[src/rtl/kp_pkg.sv]
// Shared definitions for the keypad matrix responder: key-code constants,
// FSM state encoding and the key -> (scan, return) split.
package kp_pkg;

  localparam logic [3:0]  KEY_INVALID = 4'hF;
  localparam int unsigned NUM_KEYS    = 12;

  typedef enum logic [1:0] {
    IDLE    = 2'd0,
    PRESS   = 2'd1,
    RELEASE = 2'd2
  } kp_state_e;

  typedef struct packed {
    logic [1:0] scan;
    logic [1:0] ret;
  } kp_pos_t;

  // key = scan*3 + ret
  function automatic kp_pos_t kp_split(input logic [3:0] key);
    kp_pos_t p;
    p.scan = 2'(key / 4'd3);
    p.ret  = 2'(key % 4'd3);
    return p;
  endfunction

  function automatic logic kp_key_valid(input logic [3:0] key);
    return key < 4'(NUM_KEYS);
  endfunction

endpackage

[src/rtl/kp_evt_fifo.sv]
// Synchronous event FIFO holding {key, hold}; supports push and pop in the
// same cycle, including while full.
module kp_evt_fifo
  import kp_pkg::*;
#(
  parameter int unsigned DEPTH = 4,
  parameter int unsigned W     = 20
) (
  input  logic         clk,
  input  logic         rst,
  input  logic         wr_en,
  input  logic [W-1:0] wr_data,
  input  logic         rd_en,
  output logic [W-1:0] rd_data,
  output logic         empty,
  output logic         full
);

  localparam int unsigned AW = $clog2(DEPTH);

  logic [W-1:0]  mem_q [DEPTH];
  logic [W-1:0]  mem_d [DEPTH];
  logic [AW-1:0] wr_ptr_q, wr_ptr_d;
  logic [AW-1:0] rd_ptr_q, rd_ptr_d;
  logic [AW:0]   count_q, count_d;
  logic          do_wr, do_rd;

  assign empty   = (count_q == '0);
  assign full    = (count_q == (AW+1)'(DEPTH));
  assign rd_data = mem_q[rd_ptr_q];

  always_comb begin
    mem_d    = mem_q;
    wr_ptr_d = wr_ptr_q;
    rd_ptr_d = rd_ptr_q;
    count_d  = count_q;
    do_rd    = rd_en && !empty;
    do_wr    = wr_en && (!full || do_rd);
    if (do_wr) begin
      mem_d[wr_ptr_q] = wr_data;
      wr_ptr_d        = wr_ptr_q + 1'b1;
    end
    if (do_rd) begin
      rd_ptr_d = rd_ptr_q + 1'b1;
    end
    case ({do_wr, do_rd})
      2'b10:   count_d = count_q + 1'b1;
      2'b01:   count_d = count_q - 1'b1;
      default: count_d = count_q;
    endcase
  end

  always_ff @(posedge clk or posedge rst) begin
    if (rst) begin
      for (int unsigned i = 0; i < DEPTH; i++) begin
        mem_q[i] <= '0;
      end
      wr_ptr_q <= '0;
      rd_ptr_q <= '0;
      count_q  <= '0;
    end else begin
      mem_q    <= mem_d;
      wr_ptr_q <= wr_ptr_d;
      rd_ptr_q <= rd_ptr_d;
      count_q  <= count_d;
    end
  end

endmodule

[src/rtl/keypad_matrix_responder.sv]
// 4x3 keypad emulator: replays queued key events onto return lines E/F/G.
// Optional contact bounce at press edges when KP_BOUNCE_EN is defined.
module keypad_matrix_responder
  import kp_pkg::*;
#(
  parameter int unsigned HOLD_W        = 16,
  parameter int unsigned GAP_CYCLES    = 32,
  parameter int unsigned FIFO_DEPTH    = 4,
  parameter int unsigned BOUNCE_CYCLES = 8
) (
  input  logic              sys_clk_in,
  input  logic              reset,
  input  logic              evt_valid,
  input  logic [3:0]        evt_key,
  input  logic [HOLD_W-1:0] evt_hold,
  output logic              evt_ready,
  input  logic [3:0]        pin_control,
  output logic              E,
  output logic              F,
  output logic              G,
  output logic              busy,
  output logic [3:0]        key_active,
  output logic              evt_err
);

  if (GAP_CYCLES < 1 || FIFO_DEPTH < 2 || (FIFO_DEPTH & (FIFO_DEPTH - 1)) != 0 ||
      BOUNCE_CYCLES < 2 || GAP_CYCLES >= (64'd1 << HOLD_W)) begin : g_param_check
    $error("keypad_matrix_responder: illegal parameter combination");
  end

  localparam logic [HOLD_W-1:0] GAP_LOAD = HOLD_W'(GAP_CYCLES);
  localparam logic [HOLD_W-1:0] ONE      = HOLD_W'(1);

  kp_state_e         state_q, state_d;
  logic [HOLD_W-1:0] cnt_q, cnt_d;
  logic [3:0]        key_q, key_d;
  logic [2:0]        ret_q, ret_d;
  logic              err_q, err_d;
  logic              pop, push, pin_bit;
  kp_pos_t           pos;

  logic              fifo_empty, fifo_full;
  logic [3:0]        head_key;
  logic [HOLD_W-1:0] head_hold;

  assign push = evt_valid && evt_ready && kp_key_valid(evt_key);

  kp_evt_fifo #(
    .DEPTH (FIFO_DEPTH),
    .W     (4 + HOLD_W)
  ) u_fifo (
    .clk     (sys_clk_in),
    .rst     (reset),
    .wr_en   (push),
    .wr_data ({evt_key, evt_hold}),
    .rd_en   (pop),
    .rd_data ({head_key, head_hold}),
    .empty   (fifo_empty),
    .full    (fifo_full)
  );

`ifdef KP_BOUNCE_EN
  localparam logic [HOLD_W-1:0] BOUNCE_LIM = HOLD_W'(BOUNCE_CYCLES);
  logic [7:0]        lfsr_q, lfsr_d;
  logic [HOLD_W-1:0] el_q, el_d;
  logic              gate;
`endif

  always_comb begin
    state_d = state_q;
    cnt_d   = cnt_q;
    key_d   = key_q;
    pop     = 1'b0;
    err_d   = evt_valid && evt_ready && !kp_key_valid(evt_key);
    case (state_q)
      IDLE: begin
        if (!fifo_empty) begin
          pop     = 1'b1;
          state_d = PRESS;
          key_d   = head_key;
          cnt_d   = (head_hold == '0) ? ONE : head_hold;
        end
      end
      PRESS: begin
        if (cnt_q <= ONE) begin
          state_d = RELEASE;
          cnt_d   = GAP_LOAD;
        end else begin
          cnt_d = cnt_q - ONE;
        end
      end
      RELEASE: begin
        if (cnt_q <= ONE) begin
          state_d = IDLE;
          cnt_d   = '0;
        end else begin
          cnt_d = cnt_q - ONE;
        end
      end
      default: state_d = IDLE;
    endcase

    // Returns follow the next state so they are zero on every RELEASE cycle
    // while still sampling pin_control one cycle ahead of the output.
    pos     = kp_split(key_d);
    pin_bit = pin_control[pos.scan];
`ifdef KP_BOUNCE_EN
    lfsr_d = {lfsr_q[6:0], lfsr_q[7] ^ lfsr_q[5] ^ lfsr_q[4] ^ lfsr_q[3]};
    el_d   = '0;
    if (state_d == PRESS && state_q == PRESS) begin
      el_d = (el_q == '1) ? el_q : el_q + ONE;
    end
    gate    = ((el_d < BOUNCE_LIM) || (cnt_d <= BOUNCE_LIM)) ? lfsr_q[0] : 1'b1;
    pin_bit = pin_bit & gate;
`endif
    ret_d = '0;
    if (state_d == PRESS) begin
      case (pos.ret)
        2'd0:    ret_d = {2'b00, pin_bit};
        2'd1:    ret_d = {1'b0, pin_bit, 1'b0};
        default: ret_d = {pin_bit, 2'b00};
      endcase
    end
  end

  always_ff @(posedge sys_clk_in or posedge reset) begin
    if (reset) begin
      state_q <= IDLE;
      cnt_q   <= '0;
      key_q   <= KEY_INVALID;
      ret_q   <= '0;
      err_q   <= 1'b0;
    end else begin
      state_q <= state_d;
      cnt_q   <= cnt_d;
      key_q   <= key_d;
      ret_q   <= ret_d;
      err_q   <= err_d;
    end
  end

`ifdef KP_BOUNCE_EN
  always_ff @(posedge sys_clk_in or posedge reset) begin
    if (reset) begin
      lfsr_q <= 8'hA5;
      el_q   <= '0;
    end else begin
      lfsr_q <= lfsr_d;
      el_q   <= el_d;
    end
  end
`endif

  assign evt_ready  = !fifo_full;
  assign busy       = !fifo_empty || (state_q != IDLE);
  assign key_active = (state_q == PRESS) ? key_q : KEY_INVALID;
  assign evt_err    = err_q;
  assign E          = ret_q[0];
  assign F          = ret_q[1];
  assign G          = ret_q[2];

endmodule

[config.mk]
export PLATFORM = sky130hd
export DESIGN_NAME = keypad_matrix_responder
export DESIGN_NICKNAME = d
export VERILOG_FILES = /design/src/rtl/kp_pkg.sv /design/src/rtl/kp_evt_fifo.sv /design/src/rtl/keypad_matrix_responder.sv
export SDC_FILE = /design/constraint.sdc
export NUM_CORES = 1
export LEC_CHECK = 0
export CAP_MARGIN = 20
export CORE_MARGIN = 1
export CORE_UTILIZATION = 50
export DETAILED_ROUTE_END_ITERATION = 10
export PLACE_DENSITY = 0.69
export SYNTH_ARGS = -nofsm -noshare
export SYNTH_HDL_FRONTEND = slang
export SYNTH_SLANG_ARGS = --single-unit
[constraint.sdc]
create_clock -name sys_clk_in -period 12.44 [get_ports sys_clk_in]
set_input_delay 3.11 -clock sys_clk_in [delete_from_list [all_inputs] [get_ports sys_clk_in]]
set_output_delay 3.11 -clock sys_clk_in [all_outputs]
set_load 0.01 [all_outputs]
==> design notes, run 1 <==
The sequential group share of total power is 0.333, and the area share of the largest cell type after synthesis is 0.479. The library cell occupying the most area in the post-synthesis netlist is dfrtp_1. The layout-stage area growth over the synthesis result was 18.0%; the length of the first detailed-routing pass in iterations was 4. Prior to clock tree synthesis, the placed netlist has a worst setup slack of 6850 ps. The residual overflow from global routing is 0, and the biggest fanout along the worst timing path is 20.

Met1 layer wirelength in the final routing: 5.37 mm. The flow ran to the end, and the final reports show no timing, DRC or antenna violations. The finished layout holds 651 standard cells, fillers aside. The total detailed-routing wirelength came out at 11.8 mm. Setup repair after global routing left no endpoint under its margin.

The logs give 249 for the count of routing violations after the opening detailed-route iteration and 1.31 mW for the internal power component. The peak supply drop is 0.000153 V. For this block, the via count after detailed routing is 3809. The arrival time of the worst setup path is 5430 ps.

The number of hold buffers added after CTS was 0. The synthesis stat section lists a flop and latch total of 113. At the end of routability-driven placement, the weighted congestion stood at 0.814. Dividing the detail-routed wire length by the instance count gives 18.1 µm. Summing all flip-flop and latch instances after layout gives 2830 µm². The stage logs contain a warning count of 33. The number of antenna violations at the first check in global routing was 0.

The root buffer cell was clkbuf_16. Per the detail_route log, met3 wirelength is 549 µm. The count of buffers added on input and output ports is 36. The tools report the static leakage as 2.92 nW. The die covers 11800 µm². The share of final-layout standard cells stronger than drive strength 1 was 0.264; the clock transition at the register clock pins on the worst setup and hold paths after CTS was 50 ps. The number of cell instances after yosys synthesis is 459.

The width of the chip is 109 µm. The number of design rule violations left after detail routing was 0; the synthesized chip area reported by yosys was 5700 µm². The latest clock arrival within the worst-skew pair came out at 410 ps.

The run gives 620 as the post-placement cell count. Wire segments on met2 add up to 5.72 mm in the final route. Data on the critical path is required at its endpoint by 12730 ps.

The max capacitance violation total is 0. The cell with the largest stage delay on the worst path is nand2_1. The run gives 0 as the final tally of setup violations. For this run, the post-layout net count is 541. For the final database, setup skew stands at 7.08 ps. TritonCTS built the clock tree.

The clock group share of total power was 0.220; the switching part of the total power was 0.360. The tools report the combinational share of power as 0.447. The synthesis report names the predominant flop master as dfrtp_1. The tools report the quantity of gates resized following cts as 0.

The critical path in this run is classified as in2reg. The placement stage leaves a total instance area of 6170 µm². The number of clock buffers added by TritonCTS is 17. The main area contributors are dfrtp_1 (48%), mux2_2 (16%), mux4_2 (4.7%).

The tools report the H-tree depth as 4. The floorplan has 38 rows. On the worst path, the slowest cell contributes a delay of 770 ps.

According to the dpl log, the detail-placed design has an HPWL of 7.85 mm. Grouping stages by cell kind, the critical path spends the most delay in simple AND/OR/NAND/NOR gates. For reference, the final report shows the hold violation count at 0. The final core area utilization was 0.612; the post-route cell area was 6720 µm².

The total power density per cell area is 305 nW/µm². In this run the critical path is formed by clkdlybuf4s50_1, a21oi_1, nand2_1, mux2_2. The logs give 0.223 for the overall track demand over capacity in global routing and 0 for the post-detailed-route count of antenna-violating nets. The run gives 3823 as the via count of the first global-routing pass.

The class of the tightest hold or removal check was reg2reg. The tools report the post-synthesis cell type count as 56. The slew at the pin closest to its max-slew limit came out at 1060 ps.

For the maximum clock rate, the log shows 194 MHz. Entering global routing, the biggest net connects 67 pins. The worst path meets setup with 7300 ps of slack. The first global-routing pass estimated 19.6 mm of wire. Number of buffer and inverter stages on the critical path: 1. Max-slew check failures listed in the final report amount to 0. In this run the standard cell core region covers 11000 µm². 37 I/O pins were placed.

The post-CTS setup repair buffer count is 0, and the number of instances in the synthesized netlist is 459. The number of antenna diodes in the final layout is 0. Before any placement, the netlist area is recorded as 5700 µm². The switching power is 0.738 mW.

With the number of filler cells placed in the layout at 872, the worst slack on hold paths is 497 ps. The final power report lists total power as 2.05 mW. The share of async-settable or async-resettable flops after synthesis was 1.00. The top layer reached by signal wires was met4. For the core utilization at floorplan, the log shows 0.519.

The tools report the register share after synthesis as 0.497. Looking at the clock tree report, the maximum root-to-sink buffer count equals 2. The run gives 12.4 µm² for the mean cell area of the mapped netlist. The vertical die dimension works out to 109 µm.

Summed over all failing endpoints, the final setup total negative slack is 0 ps. The number of enable flip-flop cells was 0. In the routed layout, each cell is associated on average with a via count of 5.85. The time the final worst path needs with I/O delays and setup is 5140 ps, and the remaining max-slew budget at the tightest pin is 0.295. The run gives 0 as the count of synthesis-stage warnings from yosys. The run gives 113 for the number of clock sinks. Type of origin of the critical path: an input port. The post-synth net total was 501; the multi-input logic area was 2700 µm². The worst setup path is captured at a register. The run gives 0.413 for the post-route clock period utilization.
==> run 1: placed cells by master (no fill, tap or decap), types with 4 or more instances in the layout <==
cell type and count:
a211oi_1 4, a21oi_1 17, a22oi_1 4, clkbuf_1 4, clkbuf_16 17, clkbuf_8 4
clkdlybuf4s50_1 36, clkinv_2 5, dfrtp_1 109, dfstp_2 4, ha_1 14, inv_1 20
mux2_2 80, mux4_1 8, mux4_2 12, nand2_1 29, nand2b_1 7, nor2_1 23
nor3_1 14, nor4_1 8, o21ai_0 20, o21ai_1 9, or3_1 4, or4_1 4
xnor2_1 4, xor2_1 4
==> run 1: final timing paths <==
check                              startpoint               end  slack (ps)  cells past startpoint
max in group asynchronous               reset         cnt_q[13]        8070                      3
min in group asynchronous               reset  u_fifo.mem_q[60]        3130                      2
max                                evt_key[3]  u_fifo.mem_q[45]        7300                      4
max reg2reg                u_fifo.rd_ptr_q[1]          ret_q[0]        8230                     15
min                          u_fifo.mem_q[32]  u_fifo.mem_q[32]         500                      1
min reg2reg                  u_fifo.mem_q[32]  u_fifo.mem_q[32]         500                      1
==> run 1: layout make-up <==
type,count,share of cell area
timing repair buffer,39,0.0570
tap,140,0.0261
multi-input combinational,306,0.401
sequential,113,0.421
clock buffer,25,0.0737
inverter,22,0.0127
clock inverter,6,0.00819
==> run 1: synth_stat cells, types with 2 or more instances <==
master,number
dfrtp_1,109
mux2_2,80
nand2_1,29
nor2_1,23
inv_1,21
o21ai_0,20
a21oi_1,17
clkbuf_1,14
ha_1,14
nor3_1,14
mux4_2,12
o21ai_1,9
mux4_1,8
nor4_1,8
nand2b_1,7
a211oi_1,4
a22oi_1,4
dfstp_2,4
or3_1,4
or4_1,4
xnor2_1,4
xor2_1,4
and2_1,3
mux2i_1,3
nor2b_1,3
a31oi_1,2
and3b_1,2
buf_2,2
buf_6,2
nand3_1,2
nand3b_1,2
==> run 1: metal layers <==
layer  track usage  up-vias
li1              -     1766
met1         0.299     1934
met2         0.353       94
met3        0.0508       15
met4        0.0898        0
met5             0        -
==> run 1: flip-flops by register name, indices dropped and copies added (netlist names) <==
| signal | count |
|---|---|
| u_fifo.rd_ptr_q | 2 |
| cnt_q | 16 |
| state_q | 2 |
| u_fifo.count_q | 3 |
| u_fifo.mem_q | 80 |
| ret_q | 3 |
| u_fifo.wr_ptr_q | 2 |
| key_q | 4 |
| evt_err | 1 |
==> run 1: cell families (layout without fill, tap and decap cells) <==
family | Yosys count | after routing | synth area share
buffers and inverters | 40 | 92 | 0.0294
flip-flops | 113 | 113 | 0.497
XOR/XNOR | 8 | 8 | 0.0123
AND/OR/NAND/NOR | 112 | 112 | 0.103
multiplexers | 103 | 103 | 0.248
adder cells (fa/ha/maj) | 15 | 15 | 0.0343
AND-OR/OR-AND | 68 | 68 | 0.0760
==> run 1: power groups by stage <==
stage / Combinational (mW) / Sequential [mW] / Clock [mW]
2_1_floorplan: 0.727 / 0.635 / 0
3_3_place_gp: 0.888 / 0.671 / 0
3_5_place_dp: 0.914 / 0.684 / 0
4_1_cts: 0.921 / 0.681 / 0.458
5_1_grt: 1.01 / 0.704 / 0.474
6_report: 0.917 / 0.682 / 0.450
**Run 1: signal wires by layer**

Scale bar: 20 µm.
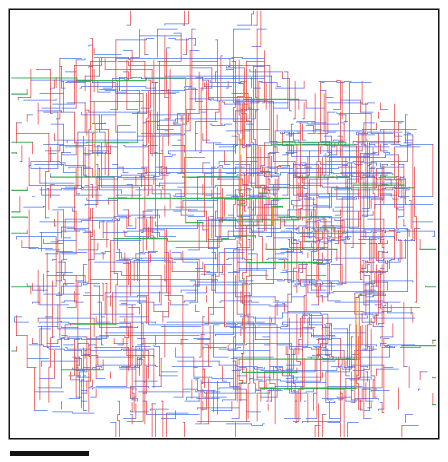
- red: met2 (wire length 5720 µm)
- green: met3 (wire length 550 µm)
- orange: met4 (wire length 151 µm)
- blue: met1 (wire length 5370 µm)

**Run 1: cell classes on the final placement**

Scale bar: 20 µm. Fill, decap, tap and diode cells in grey.
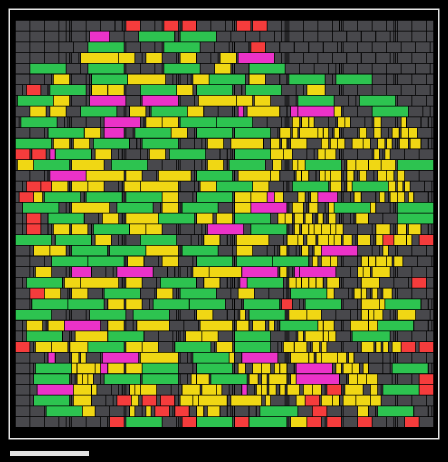
- magenta: clock drivers and dummy loads (cells 31)
- green: flops (cells 113)
- yellow: all other logic (cells 328)
- red: other buffers and delay cells (cells 39)

**Run 1: met4 routing**

Scale bar: 20 µm.
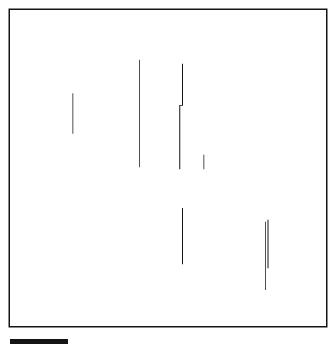
- share of all routed wire: 1.3%
- longest straight run: 36.7 µm
- nets with wire on the layer: 4
- wire length on this layer: 151 µm
- main direction: vertical

**Run 1: gate-type map**

Scale bar: 20 µm.
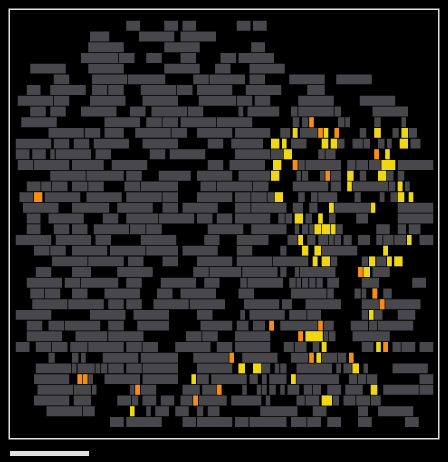
- yellow: NOR gates (cells 52)
- orange: inverters (cells 22)

**Run 1: cell placement**

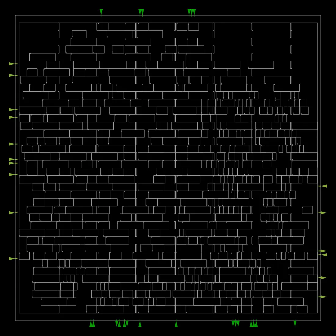

==> run 2, diff against run 1 <==
PLACE_DENSITY = 0.72   (was 0.69)
clock period = 4.3 ns   (was 12.44 ns; I/O delays follow)
**Run 2: cell placement**

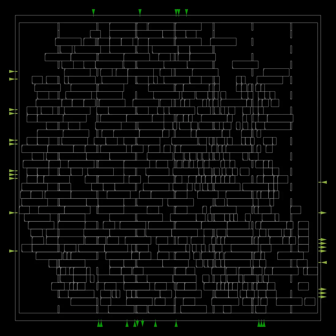
final design utilization: 0.612
number of tap cells added at floorplan: 140
count of standard-cell rows: 38

==> design notes, run 2 <==
With the H-tree depth at 4, the register-to-register path setup slack is 480 ps. Data on the critical path arrives at its endpoint at 4130 ps. The length of the first detailed-routing pass in iterations came out at 5. The run gives 0 for the quantity of gates resized following cts. The run finished with clean final reports.

Looking at the setup timing report, the critical path kind is reg2reg. The largest registers in the layout are u_fifo.mem_q (80), cnt_q (16), key_q (4). The finished design was reported to have a net count of 546. In this run, synthesis inferred 0 flip-flops with an integrated enable.

Per the placement log, port buffering inserted 36 buffers. For the residual overflow from global routing, the log shows 0. The area taken by flip-flops and latches came out at 2830 µm². For this design the ratio of total power to cell area is 868 nW/µm². With the met1 layer wirelength in the final routing at 5.38 mm, the post-route cell area is 6720 µm². The switching part of the total power came out at 0.360. The run gives 501 for the post-synth net total. TritonCTS built the clock tree. The number of filler cells placed in the layout came out at 842. Setup repair after global routing left no endpoint under its margin. The area growth from synthesis to layout is 18.0%. Per the detailed-route log, wirelength across all metal layers totals 11.9 mm.

The report puts the cell count of the worst reg-to-reg path at 14. With the OpenROAD warning count at 33, the post-detailed-route count of antenna-violating nets is 0. Worst setup path startpoint: u_fifo.rd_ptr_q[0]. The logs give 113 for the number of clock sinks and 17 for the number of CTS-inserted buffers.

The area recorded from the Yosys report for this design is 5700 µm². The core utilization at floorplan is 0.519. The data required time reported for the critical path is 4610 ps.

Per the cell usage report, the commonest logic cells after layout are dfrtp_1 (109), mux2_2 (80), clkdlybuf4s50_1 (36). The run gives 0.497 as the register share after synthesis. The post-CTS hold buffer count recorded in the log is 0. Share of final-layout standard cells stronger than drive strength 1: 0.264. For this design the total switching power over the nets is 2.10 mW. The first-pass GRT wire length was 20.1 mm; the slew at the pin closest to its max-slew limit was 993 ps. The worst hold path belongs to the class reg2reg. The script logs the ratio of routed vias to standard cells as 5.97. After detailed routing, the number of remaining DRC violations is 0.

The final tally of setup violations was 0. The share of async-settable or async-resettable flops after synthesis is 1.00. Leaving out fill and tap cells, the most frequent cell in the layout is dfrtp_1.

The detailed router reports a met3 wire length of 505 µm. The post-placement cell area is 6220 µm². Yosys printed 0 warnings. The run gives 0 for the number of antenna violations at the first check in global routing. The run gives 0 for the post-CTS setup repair buffer count. The launch point of the worst register-to-register path is recorded as u_fifo.rd_ptr_q[0]. The tools report the category of the worst setup path capture point as a register.

Counting flops and latches in the post-synthesis netlist gives 113. After legalization and detailed placement, the total HPWL measured 7.97 mm. The library cell appearing most often on the critical path was ha_1. TritonRoute output was used to compute an average wire per cell of 18.2 µm. The run gives 4020 as the via count of the first global-routing pass.

The run gives 0.460 as the combinational share of power. The number of instances in the synthesized netlist is 459, and the post-route clock period utilization is 0.888. Counting pins that exceed their max-slew limit in the final report gives 0. Derived from the worst setup path, the maximum achievable clock frequency is 262 MHz. For reference, the top cells by area after synthesis are dfrtp_1 (48%), mux2_2 (16%), mux4_2 (4.7%). The floorplan step defined a die boundary enclosing 11800 µm².

Per the CTS log, the buffer count on the longest clock path is 2. The analysis attributes to cell leakage a power of 2.92 nW. In the CTS report, the clock slew at the register clock pins of the worst setup and hold paths is listed as 50 ps.

For the number of inserted diodes, the log shows 0. After synthesis, the netlist uses 56 different library cells. The signal on the critical path passes through mux4_1, nand2b_1, o21ai_0, ha_1, inv_1, ha_1, o21ai_0, a211oi_1, or2_1, ha_1, or3b_2, o22ai_2, nand3b_1, a211oi_1. The commonest cells after synthesis are dfrtp_1 (109), mux2_2 (80), nand2_1 (29), nor2_1 (23), inv_1 (21). The run gives 0.336 for the sequential group share of total power. The remaining max-slew budget at the tightest pin was 0.338. The top layer reached by signal wires is met4.

The run gives 5 for the biggest fanout along the worst timing path. Subtracting the final worst setup slack from the clock period gives 3820 ps. With the area of the core at 11000 µm², the delay of the slowest cell on the worst path is 640 ps.

The overall track demand over capacity in global routing is 0.225. The register ranked first by flip-flop count was u_fifo.mem_q. The congestion estimate from routability-driven global placement came to 0.862.

For the worst-skew pair, the clock arrives at the later sink with an insertion delay of 400 ps. With the width of the chip at 109 µm, the met2 layer wire length in the routed design is 5.75 mm. The reg-to-reg endpoint is ret_q[1]. For reference, the post-synthesis area per instance comes to 12.4 µm². Per the CTS log, the root buffer master is clkbuf_16. The most used flip-flop cell after synthesis is dfrtp_1. Detailed routing inserted a total of 3889 vias.

The run gives 0.000450 V as the peak supply drop. In this run, the number of DRC markers left after iteration 0 of detailed routing was 254. The tool flagged a number of max-cap violations equal to 0. Cell with the largest stage delay on the worst path: mux4_1.

Final sum of negative setup slack: 0 ps. The logs give 5700 µm² for the combined area of all synthesized cells and 459 for the number of cell instances after yosys synthesis. The library cell occupying the most area in the post-synthesis netlist was dfrtp_1. During I/O placement, the number of pins put on the boundary was 37. Per the OpenROAD floorplan log, the height of the die is 109 µm.

The final setup skew was 3.74 ps. STA classifies the critical path startpoint as a register. Area share of the largest cell type after synthesis: 0.479. The tools report the clock group share of total power as 0.204. The register with the most flip-flops in the layout has 80 of them.

For reference, the final report shows the hold violation count at 0. dfrtp_1 is the most common cell in the netlist. Cell internal power was estimated by the tool at 3.73 mW. Entering global routing, the biggest net connects 76 pins. For reference, the critical path is captured by ret_q[1]. Leaving out buffers and inverters, the combinational logic in the layout accounts for 2700 µm².
**Run 2: gate-type map**

Scale bar: 20 µm.
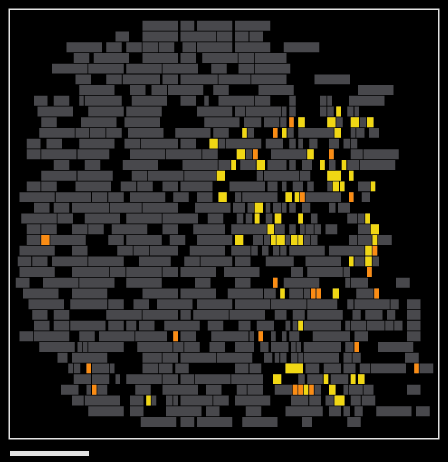
- yellow: NOR gates (cells 52)
- orange: inverters (cells 22)

[run 2: cells by family (layout without fill, tap and decap cells)]
group / after synthesis / count (layout) / synth area share
buffers and inverters: 40 / 92 / 0.0294
adder cells (fa/ha/maj): 15 / 15 / 0.0343
flip-flops: 113 / 113 / 0.497
AND/OR/NAND/NOR: 112 / 112 / 0.103
multiplexers: 103 / 103 / 0.248
AND-OR/OR-AND: 68 / 68 / 0.0760
XOR/XNOR: 8 / 8 / 0.0123
[run 2: metal layers]
layer	up-vias	global-route usage
met2	110	0.354
met3	24	0.0532
met5	-	0
met4	0	0.0878
met1	1983	0.303
li1	1772	-
[run 2: stage by stage]
step	instances	power, mW	util	hold slack, ps	setup WS (ps)
floorplan	459	3.94	-	468	244
global placement	625	4.51	0.567	479	615
detailed placement	625	4.62	0.567	486	449
CTS	651	5.85	0.612	496	445
global route	651	6.25	0.612	510	194
finish	651	5.83	0.612	498	482
[run 2: area by class of cell]
class,count,share of cell area
repair buffers,44,0.0644
inverters,22,0.0127
multi-input cells,306,0.401
clock inverters,1,0.000744
well taps,140,0.0261
flip-flops and latches,113,0.421
clock buffers,25,0.0737
[run 2: power by group through the flow]
stage	Combinational (mW)	Clock [mW]	Sequential [mW]
final	2.68	1.19	1.96
after global routing	2.96	1.26	2.03
after CTS	2.69	1.21	1.95
after detailed placement	2.67	0	1.96
after global placement	2.59	0	1.92
after floorplan	2.10	0	1.84
[run 2: worst max-delay path, delay by kind of cell, from the launching register on]
kind / cells / cell delay, ps
AND-OR/OR-AND: 5 / 910
buffers and inverters: 1 / 40
adder cells (fa/ha/maj): 3 / 590
AND/OR/NAND/NOR: 4 / 1110
multiplexers: 1 / 640
flip-flops: 1 / 450
[run 2: how the worst min path moves through the flow]
stage | startpoint | endpoint | slack (ps) | depth (start not counted)
floorplan | cnt_q[13] | cnt_q[13] | 470 | 2
global placement | u_fifo.mem_q[27] | u_fifo.mem_q[27] | 480 | 1
detailed placement | u_fifo.mem_q[47] | u_fifo.mem_q[47] | 490 | 1
CTS | u_fifo.mem_q[47] | u_fifo.mem_q[47] | 500 | 1
global route | u_fifo.mem_q[24] | u_fifo.mem_q[24] | 510 | 1
finish | u_fifo.mem_q[47] | u_fifo.mem_q[47] | 500 | 1
**Run 2: cell classes on the final placement**

Scale bar: 20 µm. Fill, decap, tap and diode cells in grey.
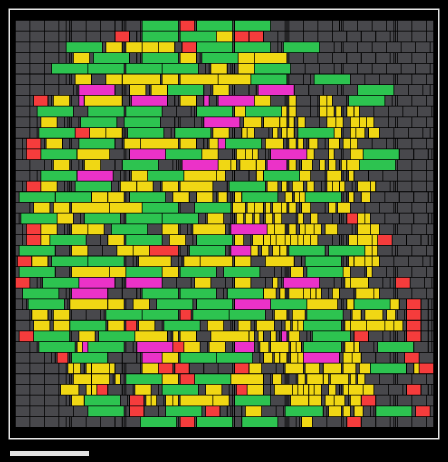

==> run 3, diff against run 2 <==
CAP_MARGIN = unset   (was 20)
PLACE_DENSITY = 0.7   (was 0.72)
**Run 3: cell classes on the final placement**

Scale bar: 20 µm. Fill, decap, tap and diode cells in grey.
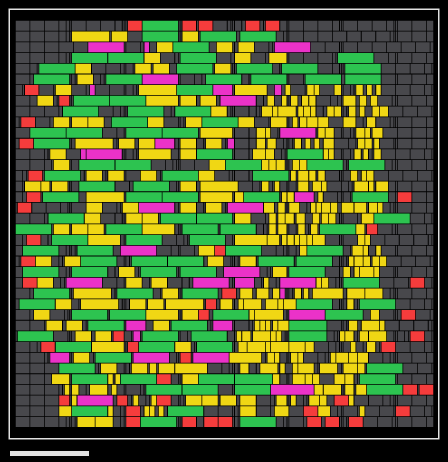
- green: flops (cells 113)
- magenta: clock drivers and dummy loads (cells 32)
- red: other buffers and delay cells (cells 46)
- yellow: all other logic (cells 328)

**Run 3: cell placement**

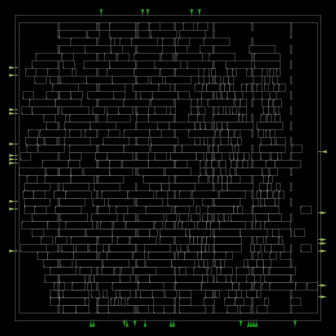
Flop Count: 113
count of placed standard cells in the final layout, fillers left out: 659

==> design notes, run 3 <==
Setup repair after global routing left no endpoint under its margin. Adding up every negative setup slack in the final design gives 0 ps. The run gives 0.884 as the routability-driven placement congestion ratio. The logs give 5700 µm² for the synthesized chip area reported by yosys and 5700 µm² for the combined area of all synthesized cells. The first global-routing pass estimated 20.5 mm of wire. TritonCTS reports the number of clock sinks as 113. The type recorded for the worst min-delay path is reg2reg. The mean cell area of the mapped netlist is 12.4 µm². Measured along the x axis, the die boundary spans 109 µm.

When the netlist entered floorplanning its net count stood at 501. The pin count of the biggest net entering global routing came out at 59. After global routing the overflow that remains totals 0. The via count of the first global-routing pass is 4057. The remaining max-slew budget at the tightest pin is 0.319.

The final max-slew violation count recorded for this run is 0. Cell with the largest stage delay on the worst path: mux4_2. The tools report the category of the worst setup path capture point as a register.

Across all stage logs, warnings added up to 33. The worst setup path is launched from a register. The full die area was 11800 µm².

For the worst setup path, the data required time is 4620 ps. The synthesized netlist was found by Yosys to have 459 cells. The run gives 11000 µm² as the area of the core. Per the post-route antenna check, the number of violating nets is 0. The logs give 0 for the final tally of setup violations and 0 for the number of inserted diodes. The synthesis report lists the most area-consuming cells as dfrtp_1 (48%), mux2_2 (16%), mux4_2 (4.7%). After synthesis the netlist holds a flip-flop and latch count of 113. Buffers inserted to repair hold after CTS numbered 0.

For the post-CTS setup repair buffer count, the log shows 0. The overall track demand over capacity in global routing came out at 0.233. The delay of the slowest cell on the worst path was 580 ps. With the number of enable flip-flop cells at 0, the routing usage on met1 is 0.302. The final timing report derives a shortest allowable period of 3880 ps. In the setup report, the worst path falls into the class reg2reg. Per the detailed placement report, the placed cell area equals 6220 µm². Root buffer cell: clkbuf_16. The clock transition at the register clock pins on the worst setup and hold paths after CTS is 50 ps, and the standard-cell row count is 38. In the Yosys stats the netlist draws on 56 distinct library cells. The run finished with clean final reports.

The first routing iteration left 196 violations. The run gives 0 for the number of design rule violations left after detail routing. STA lists the maximum fanout along the critical path as 21. In the final layout, the registers with the most flip-flops are u_fifo.mem_q (80), cnt_q (16), key_q (4). Library cell appearing most often on the critical path: ha_1. The number of antenna violations at the first check in global routing is 0, and the post-route clock period utilization is 0.903. The routed length per placed instance was 18.5 µm; the met3 demand-to-capacity share in global routing was 0.0663.

Counting only logic cells after layout, the most numerous master is dfrtp_1. Area share of the largest cell type after synthesis: 0.479. The run gives 879 for the number of filler cells placed in the layout. After synthesis, the most frequently instantiated cells are dfrtp_1 (109), mux2_2 (80), nand2_1 (29), nor2_1 (23), inv_1 (21). The register share after synthesis was 0.497. Buffers placed on the I/O ports in this run total 36. The run gives 1.00 for the share of async-settable or async-resettable flops after synthesis.

The most used flip-flop cell after synthesis was dfrtp_1. The critical path in the final layout is reported with a setup slack of 418 ps. For the met2 track demand over resource in global routing, the log shows 0.372.

The highest clock rate this design can be run at is 258 MHz. The run reported a max-capacitance violation count of 0. Counting flops per register, the top entry is u_fifo.mem_q. The register with the most flip-flops in the layout has 80 of them.

For this design the ratio of total power to cell area is 885 nW/µm². The synthesized design spends more area on one cell type than any other, namely dfrtp_1. Looking at the VDD voltage map, the peak drop is 0.000402 V.

Counting every instance in the synthesized netlist gives 459. The core utilization at floorplan is 0.519, and the area taken by flip-flops and latches is 2830 µm². STA puts the critical path data arrival time at 4200 ps. In the post-synthesis netlist, the cell with the most instances is dfrtp_1. The number of primary I/O pins was 37. Global routing put the most usage on met2. The clock arrives with 14.6 ps of skew. Once detailed placement completed, the half-perimeter wirelength came to 8.24 mm. The critical path goes through buf_4, mux4_2, mux2i_1, inv_1, ha_1, inv_1, ha_1, nor2_1, or2_1, ha_1, or3b_2, nor2_1, a211o_1, nand4_1, a211oi_1. The share of final-layout standard cells stronger than drive strength 1 is 0.276. At the placement stage, the worst setup path has a slack of 470 ps. At the end of the flow, the number of nets in the layout was 548.

With the overall via count from detail_route at 3853, the number of hold violations in the final report is 0. After clock tree synthesis, the repair step resized 0 gates. The vertical die dimension came out at 109 µm.

The slew at the pin closest to its max-slew limit is 1020 ps, and the H-tree depth is 4. The most common logic cells in the final layout are dfrtp_1 (109), mux2_2 (80), clkdlybuf4s50_1 (36). During synthesis, Yosys emitted a total of 0 warnings.

The length of the first detailed-routing pass in iterations was 4; the post-route cell area was 6810 µm². For this run, the detailed router reports a per-instance via density of 5.85. As reported, the later end of the worst-skew pair has a clock insertion delay of 420 ps.

The script extracted a total leakage power of 2.97 nW. TritonCTS created 17 clock buffers. The cell family contributing the most delay on the critical path is simple AND/OR/NAND/NOR gates. On the final layout, the worst hold slack is 498 ps.

The number of buffer and inverter stages on the critical path was 3. Summed over all layers, the routed wires come to 12.2 mm. The tools report the final core area utilization as 0.620. Looking at the clock tree report, the maximum root-to-sink buffer count equals 2. In the final layout, the multi-input gates occupy 2700 µm². TritonCTS built the clock tree.

The flow measured a signed area growth from synthesis to layout of 19.5%.
==> run 3: worst reg2reg max path, stage by stage, from the launching register on <==
cell      delay [ps]
dfrtp_1          360
buf_4            380
mux4_2           580
mux2i_1          220
inv_1            120
ha_1             210
inv_1             50
ha_1             170
nor2_1            70
or2_1            240
ha_1             230
or3b_2           530
nor2_1           140
a211o_1          120
nand4_1          140
a211oi_1         240
==> run 3: path summary, 6_finish.rpt <==
check	from	slack, ps	cells after the start	end
worst max-delay path	u_fifo.rd_ptr_q[0]	420	15	ret_q[1]
worst min-delay path	u_fifo.mem_q[21]	500	1	u_fifo.mem_q[21]
max in group asynchronous	reset	2330	3	key_q[1]
worst max register to register	u_fifo.rd_ptr_q[0]	420	15	ret_q[1]
worst min register to register	u_fifo.mem_q[21]	500	1	u_fifo.mem_q[21]
min in group asynchronous	reset	1140	2	u_fifo.mem_q[68]
==> run 3: area by class of cell <==
type,count,area share
timing repair buffer,46,0.0640
clock buffer,28,0.0789
inverter,22,0.0125
tap,140,0.0257
sequential,113,0.416
clock inverter,4,0.00662
multi-input combinational,306,0.396
==> run 3: kinds of logic after synthesis <==
logic type / Yosys count / share of synthesized area
AND-OR/OR-AND: 68 / 0.0760
XOR/XNOR: 8 / 0.0123
adder cells (fa/ha/maj): 15 / 0.0343
buffers and inverters: 40 / 0.0294
flip-flops: 113 / 0.497
multiplexers: 103 / 0.248
AND/OR/NAND/NOR: 112 / 0.103
==> run 3: per-stage QoR <==
| stage | total power [mW] | std cells |
|---|---|---|
| 2_1_floorplan | 3.94 | 459 |
| 3_3_place_gp | 4.53 | 627 |
| 3_5_place_dp | 4.65 | 627 |
| 4_1_cts | 6.05 | 659 |
| 5_1_grt | 6.42 | 659 |
| 6_report | 6.02 | 659 |
==> run 3: report_power, final <==
group / total [mW] / switching, mW / internal, mW / leakage (nW)
sequential: 1.94 / 0.329 / 1.61 / 1.36
combinational: 2.72 / 1.38 / 1.35 / 1.31
clock: 1.36 / 0.458 / 0.898 / 0.290
==> run 3: metal layers <==
metal / routed length [µm] / part of all wire
met1: 5450 / 0.45
met3: 513 / 0.042
met2: 6000 / 0.49
met5: 0 / 0
met4: 221 / 0.018
Power and IR drop assume default switching activity.
